**src/rtl/ds_sequencer.sv**
```systemverilog
// ds_sequencer: run sequencer sharing the data memory between host load, processor run and result dump
module ds_sequencer #(
  parameter int IN_WORDS  = 65536,
  parameter int OUT_BASE  = 65536,
  parameter int OUT_WORDS = 16384
) (
  input  logic        clk,
  input  logic        rst_n,
  input  logic        host_start,
  input  logic        rx_valid,
  input  logic [7:0]  rx_data,
  input  logic        tx_ready,
  output logic        tx_valid,
  output logic [7:0]  tx_data,
  output logic        proc_start,
  input  logic        proc_status,
  input  logic [1:0]  proc_mem,
  input  logic [18:0] proc_addr,
  input  logic [7:0]  proc_wdata,
  output logic [7:0]  proc_rdata,
  output logic [18:0] mem_addr,
  output logic [7:0]  mem_wdata,
  output logic        mem_we,
  input  logic [7:0]  mem_rdata,
  output logic        busy,
  output logic        done,
  output logic        proc_viol
);
  localparam logic [18:0] LAST_IN  = 19'(IN_WORDS - 1);
  localparam logic [18:0] LAST_OUT = 19'(OUT_WORDS - 1);
  localparam logic [18:0] BASE     = 19'(OUT_BASE);
  typedef enum logic [2:0] {IDLE, LOAD, START, RUN, DUMP_RD, DUMP_TX, DONE} state_t;
  state_t state, state_nx;
  logic [18:0] cnt, cnt_nx;
  logic viol_nx, load, run, dump;
  always_ff @(posedge clk or negedge rst_n) begin
    if (!rst_n) begin
      state     <= IDLE;
      cnt       <= '0;
      proc_viol <= 1'b0;
    end else begin
      state     <= state_nx;
      cnt       <= cnt_nx;
      proc_viol <= viol_nx;
    end
  end
  always_comb begin
    state_nx = state;
    cnt_nx   = cnt;
    viol_nx  = proc_viol | (state != RUN && (proc_mem == 2'b01 || proc_mem == 2'b10));
    case (state)
      IDLE, DONE: if (host_start) begin
        state_nx = LOAD;
        cnt_nx   = '0;
        viol_nx  = 1'b0;
      end
      LOAD: if (rx_valid) begin
        cnt_nx   = cnt + 19'd1;
        state_nx = cnt == LAST_IN ? START : LOAD;
      end
      START:   state_nx = RUN;
      RUN: if (proc_status) begin
        state_nx = DUMP_RD;
        cnt_nx   = '0;
      end
      DUMP_RD: state_nx = DUMP_TX;
      DUMP_TX: if (tx_ready) begin
        state_nx = cnt == LAST_OUT ? DONE : DUMP_RD;
        cnt_nx   = cnt == LAST_OUT ? cnt : cnt + 19'd1;
      end
      default: state_nx = IDLE;
    endcase
  end
  assign load       = state == LOAD;
  assign run        = state == RUN;
  assign dump       = state == DUMP_RD || state == DUMP_TX;
  assign mem_addr   = run ? proc_addr : load ? cnt : dump ? BASE + cnt : '0;
  assign mem_wdata  = run ? proc_wdata : load ? rx_data : '0;
  assign mem_we     = run ? proc_mem == 2'b10 : load & rx_valid;
  assign tx_valid   = state == DUMP_TX;
  assign tx_data    = tx_valid ? mem_rdata : '0;
  assign proc_start = state == START;
  assign proc_rdata = mem_rdata;
  assign busy       = state != IDLE && state != DONE;
  assign done       = state == DONE;
endmodule

```
**config.mk**
```make
export PLATFORM = sky130hd
export DESIGN_NAME = ds_sequencer
export DESIGN_NICKNAME = d
export VERILOG_FILES = /design/src/rtl/ds_sequencer.sv
export SDC_FILE = /design/constraint.sdc
export NUM_CORES = 1
export LEC_CHECK = 0
export CORE_UTILIZATION = 44
export DETAILED_ROUTE_END_ITERATION = 10
export GPL_ROUTABILITY_DRIVEN = 0
export PLACE_DENSITY = 0.9
export RECOVER_POWER = 25
export SYNTH_ARGS = -nofsm -noshare
export SYNTH_HDL_FRONTEND = slang
export SYNTH_SLANG_ARGS = --single-unit
```
**constraint.sdc**
```tcl
create_clock -name clk -period 4.9 [get_ports clk]
set_input_delay 0.98 -clock clk [delete_from_list [all_inputs] [get_ports clk]]
set_output_delay 0.98 -clock clk [all_outputs]
set_load 0.02 [all_outputs]
```
==> flow_summary.toml, run 1 <==
# flow metrics
[yosys]
synth_area_leader_cell = "dfrtp_1"
top_area_share_pct = 28.1
yosys-stat-area_mm2 = 0.00205
netlist_instances = 247
synth.top_cells.by_count = "nor2_1 (25), dfrtp_1 (23), o31ai_1 (21)"
ys_ff = 23
synth.yosys.seq_area_share_pct = 28.1
synth_area_mm2 = 0.00205
fa_ha_area_share_pct = 2.44
syn_nets = 302
syn_avg_cell_area_um2 = 8.29
async_flop_share_pct = 100
synthTopLogicFamily = "AND-OR/OR-AND gates"

[grt]
use_met3_pct = 3.61
grt_first_pass_wirelength_um = 9390
grt_pass1_vias = 2009
grt_overflow_total = 0
met1_usage_pct = 30.0
grt_start_max_net_pins = 28
antenna_found_initial = 0

[clock_tree]
clk_pin_slew_ps = 90
cts.sinks = 23
numCtsBuffers = 3
h-tree-depth = 1
post_cts_buffers = 0
clk_latency_ps = 280
cts_hold_buffers = 0
root_buffer = "clkbuf_8"
cts.path.max_buffers = 2

[pwr]
ir_worst_vdd_uv = 341
pg_seq_mw = 0.380
power_leader = "combinational logic"
pg_clk_mw = 0.126

[hold_path]
whs_endpoint = "cnt[7]"
hold_depth = 1
hold_start = "cnt[7]"

[drt]
ant_nets = 0
drtIter0Drc = 103
firstDrtPassIters = 4
wl_met3_um = 354
drc = 0
wirelength_met1_um = 2440
wl_per_cell_um = 15.2
vias_per_cell = 5.90
routed_wl_um = 5660

[final_timing]
setup_viol_count_final = 0
fin_crit_sh_pct = 79.1
finalHoldViolations = 0
clock_skew_ps = 8.71
slew_headroom_pct = 28.4
holdWs_ps = 543

[layout]
combAreaFraction_pct = 42.8
clk_share_pct = 1.55
n_all_inverters = 6
signal_buffers = 100
fin_cells = 373
n_fill_cell = 409
flops = 23
largestClassByArea = "combinational gates"
comb_area_mm2 = 0.00128
drive_above_1_share_pct = 5.30
seq_share_pct = 19.3
ff_latch_area_um2 = 576
lay_top_count = "clkdlybuf4s50_1"
largest_reg_flops = 19

[floorplan]
num_io_pins = 100
fp_util_pct = 46.4
num_rows = 24
die_w_um = 70.2
die_h_um = 70.2
chip_area_mm2 = 0.00493

[worst_setup_path]
cp-end-kind = "output pin"
critPathBufInv = 1
ff2ff_setup_slack_ps = 1990
cp_slowest_cell = "dfrtp_1"
reg2regPathDepth = 5
crit_required_ps = 3920
critPathLaunchType = "flip-flop"
worst-path-stages = 4
cp-endpoint = "mem_addr[3]"
cp.arrival_ps = 2890
crit_path_max_fanout = 25
cp_slowest_stage_delay_ps = 920

[status]
outcome = "completed"

[placement]
dp_hpwl_um = 4160
place_inst = 369
port_buffers = 99

[job]
drv_cap = 0
warnings = 27
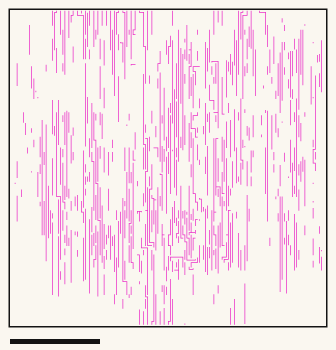
Figure 1: run 1, metal 2.
The bar under the picture is 20 um long.
share of all routed wire	50%
nets with wire on the layer	329
wire length on this layer	2810 um

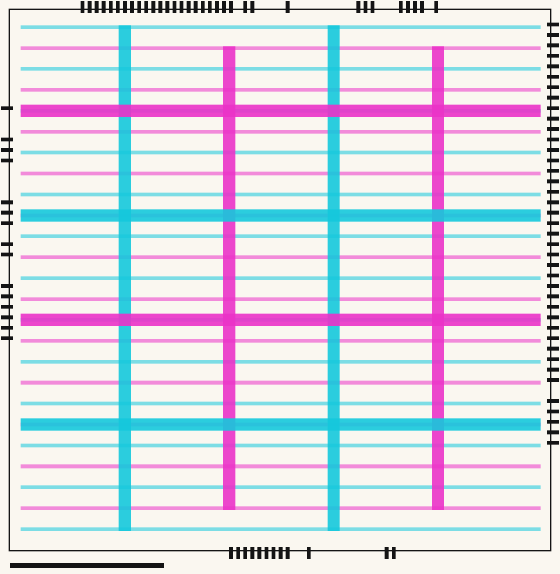
Figure 2: run 1, supply network.
The bar under the picture is 20 um long. Pins as bars on the die edge.
color	net
magenta	VDD
cyan	VSS
met1 rails	25
signal pins	100
rows	24
met5 straps	4
met4 straps	4

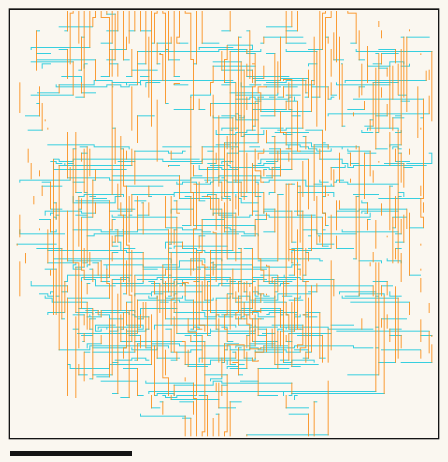
Figure 3: run 1, signal wires by layer.
The bar under the picture is 20 um long. Two of the layers only.
color	layer	wire length
cyan	met1	2440 um
orange	met2	2810 um

==> run 1 -> run 2 <==
- CORE_UTILIZATION: 44 -> 37
- PLACE_DENSITY: 0.9 -> 0.81
- clock period: 4.9 -> 3.2 ns (I/O delays scaled with it)
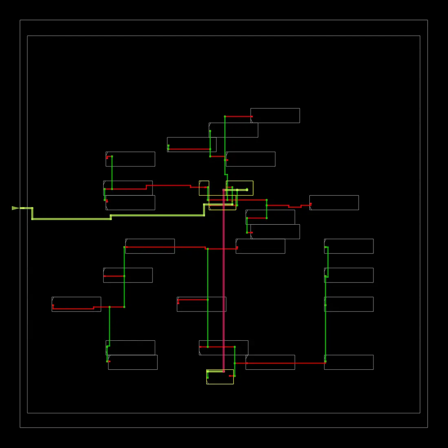
Figure 4: run 2, the clock network.
clk sinks: 23
clk_lat worst skew: 280 ps
CTS Buf Count: 3
clock-net power: 0.192 mW

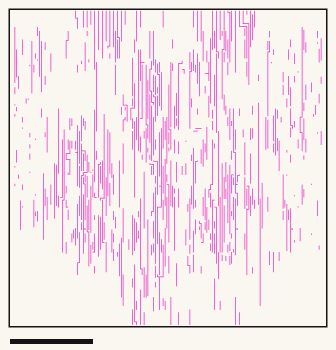
Figure 5: run 2, metal 2.
The bar under the picture is 20 um long.
nets with wire on the layer	310
share of all routed wire	46%
main direction	vertical

==> run 2 against run 1 <==
Effect of this change: critical path depth is 1 higher; clock skew is 4.2 ps lower; sequential power is about 50% higher; first-iteration DRC count is 25% higher; largest cell class unchanged.
==> flow_summary.toml, run 2 <==
# flow metrics
[worst_setup_path]
r2r-end = "cnt[5]"
cp-end-kind = "output pin"
worst-path-stages = 5
ff2ff_setup_slack_ps = 830
critPathLaunchType = "flip-flop"
cp_slowest_stage_delay_ps = 620
reg2regPathDepth = 7
crit_required_ps = 2560
cp.arrival_ps = 2320
cp-endpoint = "mem_addr[18]"
cp_slowest_cell = "clkdlybuf4s50_1"
critPathBufInv = 2

[layout]
largest_reg_flops = 19
flops = 23
fin_cells = 398
final_area_mm2 = 0.00306
lay_top_count = "clkdlybuf4s50_1"
drive_above_1_share_pct = 7.01
combAreaFraction_pct = 41.8
signal_buffers = 107
nClkBuffers = 3
largestClassByArea = "combinational gates"
clk_share_pct = 1.51
n_all_inverters = 6
comb_area_mm2 = 0.00128
n_fill_cell = 482
ff_latch_area_um2 = 576
seq_share_pct = 18.8
area_growth_pct = 49.4

[placement]
port_buffers = 99
place_inst = 394
dpl_cell_area_mm2 = 0.00302

[yosys]
synth.top_cells.by_count = "nor2_1 (25), dfrtp_1 (23), o31ai_1 (21)"
fa_ha_area_share_pct = 2.44
top_area_share_pct = 28.1
synth_area_mm2 = 0.00205
async_flop_share_pct = 100
synth_area_leader_cell = "dfrtp_1"
synthTopLogicFamily = "AND-OR/OR-AND gates"
ys_ff = 23
syn_avg_cell_area_um2 = 8.29
most_common_cell = "nor2_1"
synth.yosys.seq_area_share_pct = 28.1
yosys-stat-area_mm2 = 0.00205
netlist_instances = 247
syn_nets = 302

[grt]
grt_first_pass_wirelength_um = 9690
grt_pass1_vias = 2098
use_met3_pct = 3.47
grt_busiest_layer = "met2"
grt_overflow_total = 0
antenna_found_initial = 0
grt_start_max_net_pins = 25
met1_usage_pct = 26.7

[drt]
wirelength_met1_um = 2780
wl_met3_um = 303
drtIter0Drc = 129
vias_per_cell = 5.45
wl_per_cell_um = 14.5
firstDrtPassIters = 4
routed_wl_um = 5790
drc = 0
ant_nets = 0

[pwr]
ir_worst_vdd_uv = 502
power_leader = "combinational logic"
pg_seq_mw = 0.571

[floorplan]
chip_area_mm2 = 0.00584
num_rows = 26
num_io_pins = 100
die_h_um = 76.4
die_w_um = 76.4
fp_util_pct = 39.4

[clock_tree]
h-tree-depth = 1
root_buffer = "clkbuf_8"
cts.path.max_buffers = 2
post_cts_buffers = 0
cts_hold_buffers = 0
clk_pin_slew_ps = 90
ctsResizeCount = 0

[final_timing]
slew_headroom_pct = 12.3
holdWs_ps = 562
clock_skew_ps = 4.55
setup_viol_count_final = 0
fin_crit_sh_pct = 92.5
finalHoldViolations = 0

[hold_path]
hold_start = "cnt[7]"
hold_depth = 1
whs_endpoint = "cnt[7]"
hold_path_class = "reg2reg"

[job]
warnings = 27
drv_cap = 0

[status]
outcome = "completed"
Power figures rest on the tool's default switching activity, not on a simulated workload.
